Pin placement:
Pins as bars across the die edge, other pins in gray.
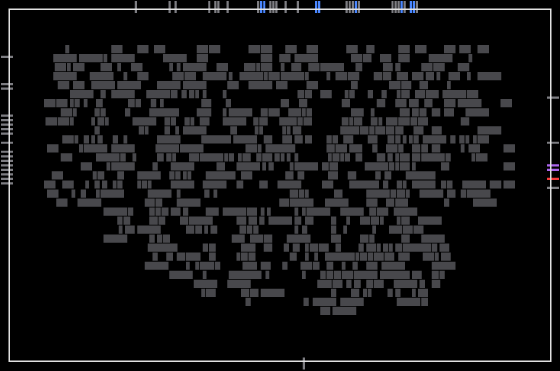
Clock nets:
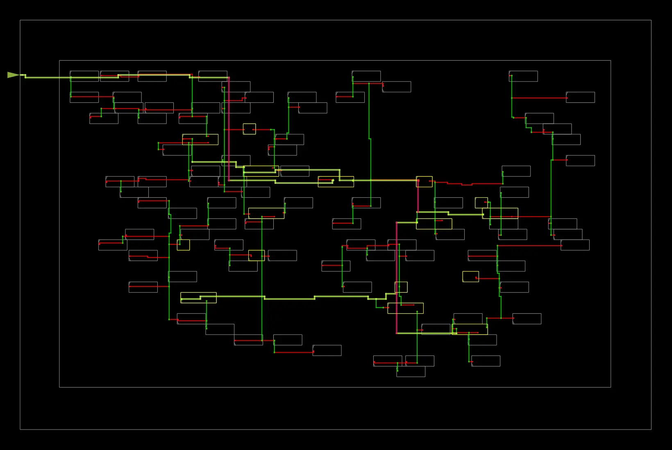
Gate-type map:
The bar under the picture is 50 um long.
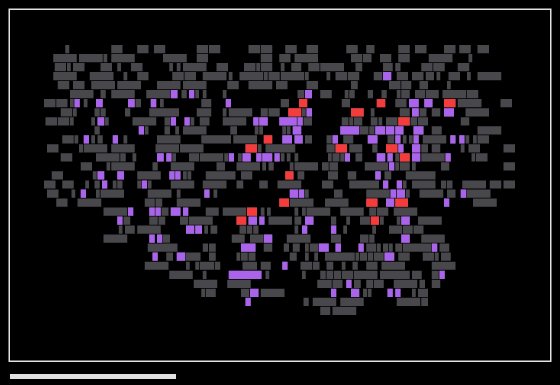
Wiring by layer:
Only two layers are drawn.
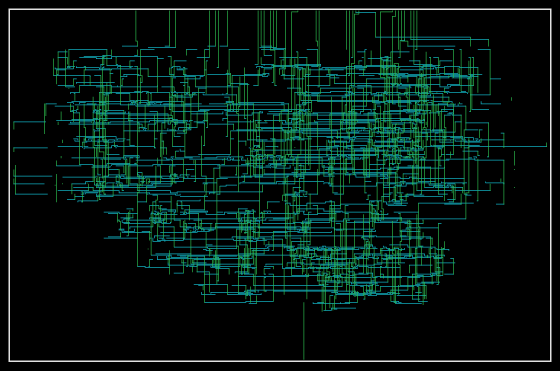
[config.mk]
export PLATFORM = sky130hd
export DESIGN_NAME = ps2_cmd_sequencer
export DESIGN_NICKNAME = d
export VERILOG_FILES = /design/src/rtl/ps2_pkg.sv /design/src/rtl/ps2_timeout_counter.sv /design/src/rtl/ps2_cmd_sequencer.sv
export SDC_FILE = /design/constraint.sdc
export NUM_CORES = 1
export LEC_CHECK = 0
export CORE_ASPECT_RATIO = 0.6
export CORE_MARGIN = 10
export CORE_UTILIZATION = 35
export CTS_CLUSTER_DIAMETER = 200
export DETAILED_ROUTE_END_ITERATION = 8
export PLACE_DENSITY = 0.55
export SLEW_MARGIN = 0
export SYNTH_ARGS = -nofsm -noshare
export SYNTH_HDL_FRONTEND = slang
export SYNTH_SLANG_ARGS = --single-unit
[constraint.sdc]
create_clock -name clk -period 2.9 [get_ports clk]
set_input_delay 0.58 -clock clk [delete_from_list [all_inputs] [get_ports clk]]
set_output_delay 0.58 -clock clk [all_outputs]
set_load 0.01 [all_outputs]
[src/rtl/ps2_pkg.sv]
// Shared PS/2 response codes, sequencer state and error encodings.
// The ASCII translator imports the same package for its break/extended prefixes.
package ps2_pkg;

  localparam int unsigned TIMER_W = 27;

  localparam logic [7:0] CODE_ACK       = 8'hFA;
  localparam logic [7:0] CODE_RESEND    = 8'hFE;
  localparam logic [7:0] CODE_ECHO      = 8'hEE;
  localparam logic [7:0] CODE_BAT_OK    = 8'hAA;
  localparam logic [7:0] CODE_BAT_FAIL  = 8'hFC;
  localparam logic [7:0] CODE_CMD_RESET = 8'hFF;
  localparam logic [7:0] CODE_BREAK     = 8'hF0;
  localparam logic [7:0] CODE_EXTENDED  = 8'hE0;

  typedef enum logic [2:0] {
    S_IDLE,
    S_TX_BYTE,
    S_WAIT_TX,
    S_WAIT_RESP,
    S_WAIT_BAT,
    S_FINISH,
    S_FAIL
  } seq_state_t;

  typedef enum logic [1:0] {
    ERR_NONE         = 2'b00,
    ERR_TIMEOUT      = 2'b01,
    ERR_RESEND_LIMIT = 2'b10,
    ERR_BAT_FAIL     = 2'b11
  } err_code_t;

endpackage

[src/rtl/ps2_timeout_counter.sv]
// Loadable down-counter; expired_o rises once the count reaches zero and holds
// until the next load.
module ps2_timeout_counter
  import ps2_pkg::*;
(
  input  logic               clk,
  input  logic               reset,
  input  logic               load_i,
  input  logic [TIMER_W-1:0] value_i,
  output logic               expired_o
);

  logic [TIMER_W-1:0] count_q;
  logic               expired_q;

  always_ff @(posedge clk) begin
    if (reset) begin
      count_q   <= '0;
      expired_q <= 1'b0;
    end else if (load_i) begin
      count_q   <= value_i;
      expired_q <= (value_i == '0);
    end else if (count_q != '0) begin
      count_q   <= count_q - TIMER_W'(1);
      expired_q <= (count_q == TIMER_W'(1));
    end
  end

  assign expired_o = expired_q;

endmodule

[src/rtl/ps2_cmd_sequencer.sv]
// Host-to-keyboard command sequencer: sends opcode/argument, consumes the
// keyboard's ACK/RESEND/BAT replies, and forwards all other scan codes.
module ps2_cmd_sequencer
  import ps2_pkg::*;
#(
  parameter int unsigned ACK_TIMEOUT_CYCLES = 1_000_000,
  parameter int unsigned BAT_TIMEOUT_CYCLES = 100_000_000,
  parameter int unsigned MAX_RETRIES        = 3
) (
  input  logic       clk,
  input  logic       reset,
  input  logic       req_valid_i,
  output logic       req_ready_o,
  input  logic [7:0] req_cmd_i,
  input  logic       req_has_arg_i,
  input  logic [7:0] req_arg_i,
  output logic [7:0] tx_data_o,
  output logic       tx_start_o,
  input  logic       tx_done_i,
  input  logic       tx_error_i,
  input  logic [7:0] rx_code_i,
  input  logic       rx_valid_i,
  output logic [7:0] scan_code_o,
  output logic       scan_valid_o,
  output logic       cmd_done_o,
  output logic       cmd_err_o,
  output logic [1:0] err_code_o
);

  localparam int unsigned RETRY_W = $clog2(MAX_RETRIES + 1);

  seq_state_t         state_q;
  logic [7:0]         cmd_q;
  logic [7:0]         arg_q;
  logic               has_arg_q;
  logic               arg_phase_q;
  logic [7:0]         cur_byte_q;
  logic [RETRY_W-1:0] retries_q;
  logic               tmr_load_q;
  logic [TIMER_W-1:0] tmr_value_q;
  logic               req_ready_q;
  logic [7:0]         tx_data_q;
  logic               tx_start_q;
  logic [7:0]         scan_code_q;
  logic               scan_valid_q;
  logic               cmd_done_q;
  logic               cmd_err_q;
  err_code_t          err_code_q;

  logic       tmr_expired;
  logic       timed_out;
  logic       retry_ok;
  logic [7:0] expected_resp;
  logic       rx_consumed;

  ps2_timeout_counter u_timer (
    .clk       (clk),
    .reset     (reset),
    .load_i    (tmr_load_q),
    .value_i   (tmr_value_q),
    .expired_o (tmr_expired)
  );

  // The expiry flag is stale during the cycle the timer is being reloaded.
  assign timed_out     = tmr_expired && !tmr_load_q;
  assign retry_ok      = (retries_q < RETRY_W'(MAX_RETRIES));
  assign expected_resp = (cmd_q == CODE_ECHO) ? CODE_ECHO : CODE_ACK;

  always_comb begin
    rx_consumed = 1'b0;
    if (rx_valid_i) begin
      if (state_q == S_WAIT_RESP)
        rx_consumed = (rx_code_i == CODE_ACK) || (rx_code_i == CODE_RESEND) ||
                      (rx_code_i == expected_resp);
      else if (state_q == S_WAIT_BAT)
        rx_consumed = (rx_code_i == CODE_BAT_OK) || (rx_code_i == CODE_BAT_FAIL);
    end
  end

  always_ff @(posedge clk) begin
    if (reset) begin
      state_q      <= S_IDLE;
      cmd_q        <= '0;
      arg_q        <= '0;
      has_arg_q    <= 1'b0;
      arg_phase_q  <= 1'b0;
      cur_byte_q   <= '0;
      retries_q    <= '0;
      tmr_load_q   <= 1'b0;
      tmr_value_q  <= '0;
      req_ready_q  <= 1'b1;
      tx_data_q    <= '0;
      tx_start_q   <= 1'b0;
      scan_code_q  <= '0;
      scan_valid_q <= 1'b0;
      cmd_done_q   <= 1'b0;
      cmd_err_q    <= 1'b0;
      err_code_q   <= ERR_NONE;
    end else begin
      tx_start_q   <= 1'b0;
      cmd_done_q   <= 1'b0;
      cmd_err_q    <= 1'b0;
      tmr_load_q   <= 1'b0;
      scan_valid_q <= rx_valid_i && !rx_consumed;
      if (rx_valid_i && !rx_consumed)
        scan_code_q <= rx_code_i;

      case (state_q)
        S_IDLE: begin
          if (req_valid_i) begin
            cmd_q       <= req_cmd_i;
            arg_q       <= req_arg_i;
            has_arg_q   <= req_has_arg_i;
            arg_phase_q <= 1'b0;
            cur_byte_q  <= req_cmd_i;
            retries_q   <= '0;
            err_code_q  <= ERR_NONE;
            req_ready_q <= 1'b0;
            state_q     <= S_TX_BYTE;
          end
        end
        S_TX_BYTE: begin
          tx_start_q <= 1'b1;
          tx_data_q  <= cur_byte_q;
          state_q    <= S_WAIT_TX;
        end
        S_WAIT_TX: begin
          if (tx_done_i) begin
            tmr_load_q  <= 1'b1;
            tmr_value_q <= TIMER_W'(ACK_TIMEOUT_CYCLES);
            state_q     <= S_WAIT_RESP;
          end else if (tx_error_i) begin
            if (retry_ok) begin
              retries_q <= retries_q + RETRY_W'(1);
              state_q   <= S_TX_BYTE;
            end else begin
              cmd_err_q  <= 1'b1;
              err_code_q <= ERR_RESEND_LIMIT;
              state_q    <= S_FAIL;
            end
          end
        end
        S_WAIT_RESP: begin
          if (rx_valid_i && rx_code_i == expected_resp) begin
            if (!arg_phase_q && has_arg_q) begin
              cur_byte_q  <= arg_q;
              arg_phase_q <= 1'b1;
              retries_q   <= '0;
              state_q     <= S_TX_BYTE;
            end else if (!arg_phase_q && cmd_q == CODE_CMD_RESET) begin
              tmr_load_q  <= 1'b1;
              tmr_value_q <= TIMER_W'(BAT_TIMEOUT_CYCLES);
              state_q     <= S_WAIT_BAT;
            end else begin
              cmd_done_q <= 1'b1;
              state_q    <= S_FINISH;
            end
          end else if (rx_valid_i && rx_code_i == CODE_RESEND) begin
            if (retry_ok) begin
              retries_q <= retries_q + RETRY_W'(1);
              state_q   <= S_TX_BYTE;
            end else begin
              cmd_err_q  <= 1'b1;
              err_code_q <= ERR_RESEND_LIMIT;
              state_q    <= S_FAIL;
            end
          end else if (!rx_consumed && timed_out) begin
            cmd_err_q  <= 1'b1;
            err_code_q <= ERR_TIMEOUT;
            state_q    <= S_FAIL;
          end
        end
        S_WAIT_BAT: begin
          if (rx_valid_i && rx_code_i == CODE_BAT_OK) begin
            cmd_done_q <= 1'b1;
            state_q    <= S_FINISH;
          end else if (rx_valid_i && rx_code_i == CODE_BAT_FAIL) begin
            cmd_err_q  <= 1'b1;
            err_code_q <= ERR_BAT_FAIL;
            state_q    <= S_FAIL;
          end else if (timed_out) begin
            cmd_err_q  <= 1'b1;
            err_code_q <= ERR_TIMEOUT;
            state_q    <= S_FAIL;
          end
        end
        S_FINISH, S_FAIL: begin
          req_ready_q <= 1'b1;
          state_q     <= S_IDLE;
        end
        default: begin
          req_ready_q <= 1'b1;
          state_q     <= S_IDLE;
        end
      endcase
    end
  end

  assign req_ready_o  = req_ready_q;
  assign tx_data_o    = tx_data_q;
  assign tx_start_o   = tx_start_q;
  assign scan_code_o  = scan_code_q;
  assign scan_valid_o = scan_valid_q;
  assign cmd_done_o   = cmd_done_q;
  assign cmd_err_o    = cmd_err_q;
  assign err_code_o   = err_code_q;

endmodule
==> out/qor.yml <==
route:
  ant_nets: 0
  routedLengthMet1_mm: 6.23
  top_layer_used: "met4"
  met2_length_mm: 4.95
  avgViaCountPerCell: 5.57
  firstDrtPassIters: 5
setup_path:
  critPathKind: "in -> reg"
  worstPathRequired_ns: 3.18
  cp-end-kind: "flip-flop"
  worstPathArrival_ns: 2.88
  timing.critical_path.from_type: "primary input"
run_status:
  status: "finished, final reports clean"
floorplanning:
  ios: 54
  chipArea_um2: 17200
  initCoreUtil: 0.357
  row_count: 31
synthesis:
  ys_warn_count: 0
  yosysSeqAreaShare: 0.403
  synth-async-reset-ratio: 0
  yosys-top-cells-area: "dfxtp_1 40%, a21oi_1 5.2%, mux2i_1 5.2%"
  syn-num-nets: 537
  synthTopCellsByCount: "86 x dfxtp_1, 53 x nand2_1, 44 x a21oi_1, 44 x nor2_1, 24 x nand3_1"
  synth_cells: 504
  synth_area_per_cell_um2: 8.48
  synth_cell_types: 73
  syn_area_um2: 4280
  synth_top_area_share: 0.403
  ys_cells: 504
  ff_type: "dfxtp_1"
final_timing:
  fmax_mhz: 384
  tns_ns: 0
  slew_violations: 0
  setup_viol: 0
  skew_ns: 0.00880
  hold_viol: 0
  period_used_share: 0.898
  period_needed_ns: 2.60
  slew_headroom: 0.291
cells_and_area:
  antenna_cells: 0
  syn2layout_area_growth_pct: 25.1
  nets: 593
  post-route-util: 0.446
placement:
  place_hpwl_mm: 9.28
  place_area_um2: 5050
clock_network:
  htreeDepth: 3
  cts_tree: "done"
  cts_sinks: 86
  cts.clk_slew.worst_paths_ns: 0.06
  clk_latency_ns: 0.35
  holdBufCountCts: 0
pwr:
  power_density_nw_per_um2: 992
  p_leak_nw: 1.90
global_routing:
  overflow: 0
  grt_pass1_wl_mm: 20.3
## Picture notes: 'pin placement'
- `scan_code_o`: blue (pins 8; direction output; edge top)
- `err_code_o`: purple (pins 2; direction output; edge right)
- `req_ready_o`: red (pins 1; direction output; edge right)
Die Y: 106 um
PortBufs: 53
Die Wd: 163 um

## Picture notes: 'clock nets'
Inserted Clock Buffers: 9
clock buf count: 9

## Picture notes: 'gate-type map'
- non-inverting ao/oa cells: red (cells 18; most used o21a_1)
- aoi and oai cells: purple (cells 107; most used a21oi_1)
fraction of area in multi-input gates: 0.450
most used logic cell in the final layout: dfxtp_1
Finished Layout Cells: 730

## Picture notes: 'wiring by layer'
- metal 2: green (wire length 4950 um)
- metal 1: cyan (wire length 6230 um)
DRT Wirelength: 12.4 mm
Wirelength per Cell: 16.9 um
via count: 4065

==> worst paths after layout <==
path	startpoint	endpoint	slack, ns	depth (start not counted)
worst max-delay path	rx_code_i[2]	err_code_o[1]	0.30	6
worst min-delay path	arg_q[7]	arg_q[7]	0.45	2
worst max register to register	u_timer.count_q[3]	u_timer.count_q[9]	0.40	5
worst min register to register	arg_q[7]	arg_q[7]	0.45	2
==> power by group <==
group | switching, mW | leakage (nW) | internal [mW]
logic | 1.46 | 1.05 | 0.938
registers | 0.284 | 0.703 | 1.46
clock network | 0.546 | 0.147 | 0.610
==> layout by cell type, fill, tap and decap left out, drive strengths merged, types with 4 or more instances in the layout <==
cell and n:
dfxtp 86, nand2 53, clkdlybuf4s50 52, a21oi 44, nor2 44, nand3 24, mux2i 22, buf 20
inv 20, o21ai 16, nor3 15, nor4 11, xnor2 10, a31oi 10, o31ai 10, clkbuf 9
nand2b 8, a211oi 7, or3 7, or4 6, nand4 5, nor2b 5, o21a 4, xor2 4
and3 4, and2 4
==> layer usage <==
layer,track usage,vias to the layer above
met5,0,-
met4,0.0244,0
met3,0.0521,9
met2,0.193,158
met1,0.212,1922
li1,-,1976
==> cell families after synthesis <==
kind of cell             synth area share
adder cells (fa/ha/maj)           0.00585
AND/OR/NAND/NOR                     0.274
buffers and inverters              0.0380
XOR/XNOR                           0.0287
flip-flops                          0.403
AND-OR/OR-AND                       0.200
multiplexers                       0.0515
==> sequential cells by signal (all words and copies together) (netlist names), 2 cells and up <==
| signal | count |
|---|---|
| arg_q | 8 |
| cmd_q | 8 |
| cur_byte_q | 8 |
| err_code_o | 2 |
| retries_q | 2 |
| scan_code_o | 8 |
| state_q | 3 |
| tmr_value_q | 3 |
| tx_data_o | 8 |
| u_timer.count_q | 27 |
==> final cells by class <==
class,instances,area (um^2)
fillers,1203,6640
multi-input cells,377,2400
flip-flops and latches,86,1720
repair buffers,72,668
clock buffers,9,225
well taps,165,206
clock inverters,7,68.8
inverters,14,52.6
==> stage by stage <==
step,setup slack [ns],cells,hold WS (ns)
2_1_floorplan,0.553,504,0.432
3_3_place_gp,-0.0949,714,0.445
3_5_place_dp,-0.0187,714,0.448
4_1_cts,0.341,730,0.458
5_1_grt,0.188,730,0.470
6_report,0.297,730,0.453
==> critical path, stage by stage <==
cell,delay [ns]
clkdlybuf4s50_1,0.68
nand4bb_1,0.21
o32a_1,0.37
a2111oi_0,0.62
buf_4,0.23
mux2i_1,0.17
No activity file was given, so power comes from the tool's default toggle rates.
